## src/rtl/add_operand_sequencer.sv

```systemverilog
// Operand FIFO feeding an external combinational adder, with a single-entry
// registered result stage and a valid/ready handshake on both sides.
module add_operand_sequencer #(
    parameter int WIDTH = 16,
    parameter int DEPTH = 4
) (
    input  logic                       clk,
    input  logic                       rst_n,
    input  logic                       in_valid,
    output logic                       in_ready,
    input  logic [WIDTH-1:0]           in_a,
    input  logic [WIDTH-1:0]           in_b,
    output logic [WIDTH-1:0]           add_a,
    output logic [WIDTH-1:0]           add_b,
    input  logic [WIDTH-1:0]           add_o,
    output logic                       out_valid,
    input  logic                       out_ready,
    output logic [WIDTH-1:0]           out_sum,
    output logic [$clog2(DEPTH):0]     count
);

    localparam int PW = (DEPTH > 1) ? $clog2(DEPTH) : 1;
    localparam int CW = $clog2(DEPTH) + 1;
    localparam logic [CW-1:0] DEPTH_C = CW'(DEPTH);

    // Operand storage is read combinationally so the head pair reaches the
    // adder in the same cycle it becomes the head.
    logic [WIDTH-1:0] a_mem [DEPTH];
    logic [WIDTH-1:0] b_mem [DEPTH];

    logic [PW-1:0]    wr_ptr_reg, wr_ptr_next;
    logic [PW-1:0]    rd_ptr_reg, rd_ptr_next;
    logic [CW-1:0]    count_reg, count_next;
    logic             out_valid_reg, out_valid_next;
    logic [WIDTH-1:0] out_sum_reg, out_sum_next;

    logic             push;
    logic             pop;
    logic             out_free;
    logic             fifo_empty;
    logic [DEPTH-1:0] wr_en;

    assign fifo_empty = (count_reg == '0);
    assign in_ready   = (count_reg < DEPTH_C);
    assign out_free   = !out_valid_reg || out_ready;
    assign push       = in_valid && in_ready;
    assign pop        = !fifo_empty && out_free;

    genvar gi;
    generate
        for (gi = 0; gi < DEPTH; gi++) begin : g_wr_en
            assign wr_en[gi] = push && (wr_ptr_reg == PW'(gi));
        end
    endgenerate

    always_ff @(posedge clk) begin
        for (int i = 0; i < DEPTH; i++) begin
            if (wr_en[i]) begin
                a_mem[i] <= in_a;
                b_mem[i] <= in_b;
            end
        end
    end

    // Idle adder inputs are forced to zero so stale entries never toggle it.
    assign add_a = fifo_empty ? '0 : a_mem[rd_ptr_reg];
    assign add_b = fifo_empty ? '0 : b_mem[rd_ptr_reg];

    always_comb begin
        wr_ptr_next    = wr_ptr_reg;
        rd_ptr_next    = rd_ptr_reg;
        count_next     = count_reg;
        out_valid_next = out_valid_reg;
        out_sum_next   = out_sum_reg;

        if (push) begin
            wr_ptr_next = wr_ptr_reg + PW'(1);
        end

        if (pop) begin
            rd_ptr_next    = rd_ptr_reg + PW'(1);
            out_sum_next   = add_o;
            out_valid_next = 1'b1;
        end else if (out_valid_reg && out_ready) begin
            out_valid_next = 1'b0;
        end

        unique case ({push, pop})
            2'b10:   count_next = count_reg + CW'(1);
            2'b01:   count_next = count_reg - CW'(1);
            default: count_next = count_reg;
        endcase
    end

    always_ff @(posedge clk or negedge rst_n) begin
        if (!rst_n) begin
            wr_ptr_reg    <= '0;
            rd_ptr_reg    <= '0;
            count_reg     <= '0;
            out_valid_reg <= 1'b0;
            out_sum_reg   <= '0;
        end else begin
            wr_ptr_reg    <= wr_ptr_next;
            rd_ptr_reg    <= rd_ptr_next;
            count_reg     <= count_next;
            out_valid_reg <= out_valid_next;
            out_sum_reg   <= out_sum_next;
        end
    end

    assign out_valid = out_valid_reg;
    assign out_sum   = out_sum_reg;
    assign count     = count_reg;

endmodule

```

## config.mk

```make
export PLATFORM = sky130hd
export DESIGN_NAME = add_operand_sequencer
export DESIGN_NICKNAME = d
export VERILOG_FILES = /design/src/rtl/add_operand_sequencer.sv
export SDC_FILE = /design/constraint.sdc
export NUM_CORES = 1
export LEC_CHECK = 0
export CAP_MARGIN = 30
export CORE_ASPECT_RATIO = 1.4
export CORE_MARGIN = 1.5
export CORE_UTILIZATION = 31
export DETAILED_ROUTE_END_ITERATION = 7
export MAX_ROUTING_LAYER = met4
export PLACE_DENSITY_LB_ADDON = 0.1
export SYNTH_ARGS = -nofsm -noshare
export SYNTH_HDL_FRONTEND = slang
export SYNTH_SLANG_ARGS = --single-unit
```

## constraint.sdc

```tcl
create_clock -name clk -period 2.62 [get_ports clk]
set_input_delay 0.524 -clock clk [delete_from_list [all_inputs] [get_ports clk]]
set_output_delay 0.524 -clock clk [all_outputs]
set_load 0.1 [all_outputs]
```

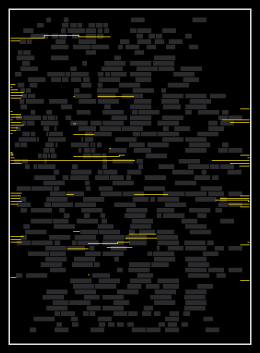
Fig. 1. Signal wires on met3.
(2 px per micron) Cells faint in the background.
share of all routed wire: 4.3%
longest straight run: 61.9 microns
wire length on this layer: 500 microns
main direction: horizontal
nets with wire on the layer: 51

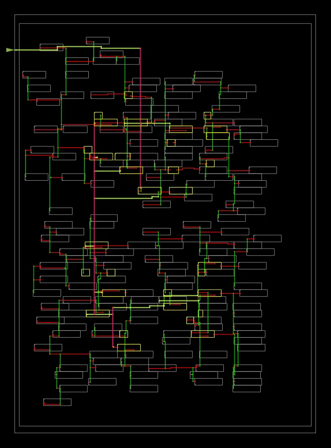
Fig. 2. The clock network.
count of clock tree sinks: 152
clk ins delay skew pair: 410 ps
sequential cell count: 152

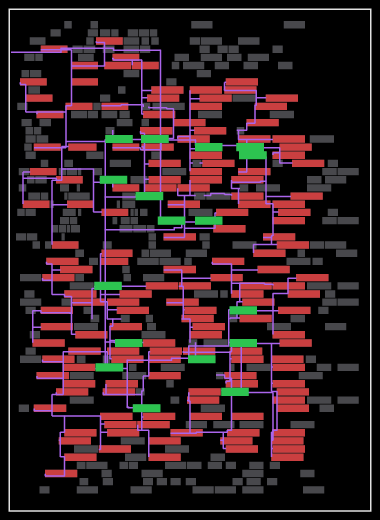
Fig. 3. Clock distribution.
(3 px per micron)
[red] flip-flops | count: 152
[green] clock-net drivers | count: 17
[purple] clock wires | length: 1730 microns
flops lie: all over the die
routed clock nets: 18

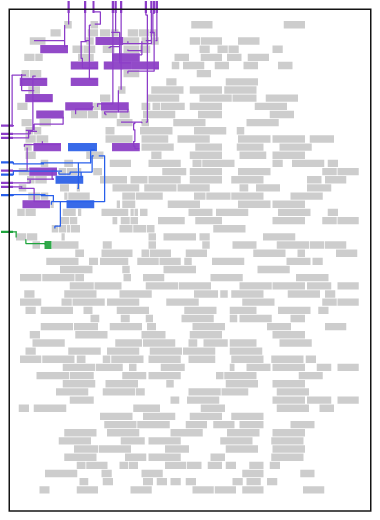
Fig. 4. Port wiring.
(3 px per micron)
| colour | port | direction | edge | end cells | buffers | wire |
|---|---|---|---|---|---|---|
| blue | count | output | left | 3 | 3 | 145 microns |
| purple | out_sum | output | 10 top, 6 left | 16 | 16 | 493 microns |
| green | out_ready | input | left | 1 | 1 | 11.6 microns |

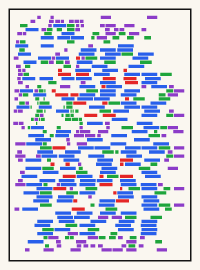
Fig. 5. Cells coloured by class.
(1.5 px per micron)
| colour | class | cells | share of their area |
|---|---|---|---|
| green | remaining logic cells | 113 | 19% |
| purple | remaining buffers and delay cells | 125 | 19% |
| red | clock drivers and dummy loads | 32 | 6.9% |
| blue | registers | 152 | 55% |

==> flow_summary.json <==
{
  "seq_total_area_yosys_pct": 74.86,
  "final-comb-area_sq_um": 1545,
  "cts_post_setup_buffers_inserted": 1,
  "design_area_sq_um": 8443,
  "num-nets-final": 467,
  "finish.cell_count_without_fillers": 667,
  "postSynthCellCount": 279,
  "synth.net_count": 337,
  "worst_setup_path_start_kind": "flop",
  "grt_setup_unrepaired": "false",
  "drt_drc_violations_left": 0,
  "clk_path_buf_depth": 2,
  "gr-total-overflow": 0,
  "clock_skew_ps": 8.266,
  "detail-route-antenna-nets": 0,
  "cts_made_buffers": 17,
  "maxSlewViolCount": 0,
  "floorplan.core_area_sq_um": 18680,
  "floorplan_die_width_microns": 120.0,
  "warning_count": 30,
  "status": "complete, no violations",
  "cts.htree.levels": 4,
  "globalRouteTotalUtil_pct": 13.04,
  "finalSetupViolCount": 0,
  "detail_route.iter0.violations": 120,
  "layout_setup_ws_ps": 97.91,
  "root_buffer_master": "sky130_fd_sc_hd__clkbuf_16",
  "ctsResizeCount": 1,
  "finalCoreUtilization_pct": 45.21,
  "routed_wl_mm": 11.77,
  "portBuffers": 104,
  "timing.critical_path.fanout_max": 7,
  "crit_arrival_ps": 2000,
  "number_of_iterations_in_the_first_detailed_routing_pass": 4,
  "die-height_microns": 166.7,
  "worstMarginPinSlew_ps": 318.2,
  "finalHoldViolations": 0,
  "std_cell_rows": 59,
  "die-area_sq_um": 20000,
  "grt_max_degree": 29,
  "synth_top_area_share_pct": 64.74,
  "post_drt_via_cell_ratio": 4.468,
  "area_added_between_synthesis_and_finish_pct": 42.21,
  "drv_cap": 0,
  "boundaryPins": 105,
  "fmaxAchievable_ghz": 0.3965
}
cell usage in the layout (no fill, tap or decap), types with 2 or more instances in the layout:
| cell | count |
|---|---|
| sky130_fd_sc_hd__and2_2 | 4 |
| sky130_fd_sc_hd__and2b_1 | 3 |
| sky130_fd_sc_hd__buf_12 | 39 |
| sky130_fd_sc_hd__buf_4 | 35 |
| sky130_fd_sc_hd__clkbuf_16 | 17 |
| sky130_fd_sc_hd__clkdlybuf4s50_1 | 51 |
| sky130_fd_sc_hd__clkinvlp_4 | 3 |
| sky130_fd_sc_hd__dfrtp_1 | 21 |
| sky130_fd_sc_hd__dfrtp_2 | 2 |
| sky130_fd_sc_hd__edfxtp_1 | 128 |
| sky130_fd_sc_hd__ha_1 | 5 |
| sky130_fd_sc_hd__inv_1 | 6 |
| sky130_fd_sc_hd__inv_6 | 8 |
| sky130_fd_sc_hd__mux2_1 | 8 |
| sky130_fd_sc_hd__mux2_4 | 8 |
| sky130_fd_sc_hd__mux4_2 | 32 |
| sky130_fd_sc_hd__nand2_1 | 2 |
| sky130_fd_sc_hd__nor2b_2 | 10 |
| sky130_fd_sc_hd__nor2b_4 | 20 |
| sky130_fd_sc_hd__xnor2_1 | 3 |
| sky130_fd_sc_hd__xor2_1 | 3 |
layout make-up:
type	instances	area share (%)
repair buffers	125	18.41
inverters	7	0.3112
clock buffers	17	5.039
diodes	1	0.02964
flip-flops and latches	152	52.71
well taps	244	3.616
clock inverters	15	1.586
multi-input cells	106	18.30
cell families after synthesis:
kind of cell	share of synthesized area, %
mux	15.85
fa+ha+maj	1.391
xor+xnor	0.8853
compound gates	0.08422
buf+inv	2.149
simple gates	4.784
flops	74.86
critical path, stage by stage (launching register included):
cell                      delay (ps)
sky130_fd_sc_hd__dfrtp_4         500
sky130_fd_sc_hd__buf_4           220
sky130_fd_sc_hd__mux4_2          520
sky130_fd_sc_hd__nor2b_2         180
sky130_fd_sc_hd__buf_12          170
Yosys cell counts, drive strengths merged:
cell type  number
and2b           3
clkbuf          3
fa              1
nor3            1
nand2           2
xnor2           3
edfxtp        128
and3b           1
mux2i           1
o21ai           1
dfrtp          24
nand2b          1
nor2            1
and2            4
ha              5
buf            11
xor2            3
mux4           32
nor2b          31
mux2           16
inv             7
per-layer routing:
metal  wire (microns)  share of wire [%]  vias to the layer above  track usage (%)
met5                0                  0                        -                -
met4              147                1.2                        0            4.037
met1             4630                 39                     1550            14.93
li1                 -                  -                     1351                -
met3              500                4.2                       12            3.390
met2             6493                 55                       67            22.29
worst paths after layout:
path | slack [ps] | endpoint | startpoint | cells after the start
max | 100 | add_b[10] | rd_ptr_reg[0] | 4
min | 470 | out_sum[2] | rst_n | 2
max reg2reg | 590 | count[2] | count[0] | 9
min reg2reg | 490 | out_sum[5] | out_sum[5] | 1
max in group asynchronous | 1880 | rd_ptr_reg[0] | rst_n | 2
min in group clk | 490 | out_sum[5] | out_sum[5] | 1
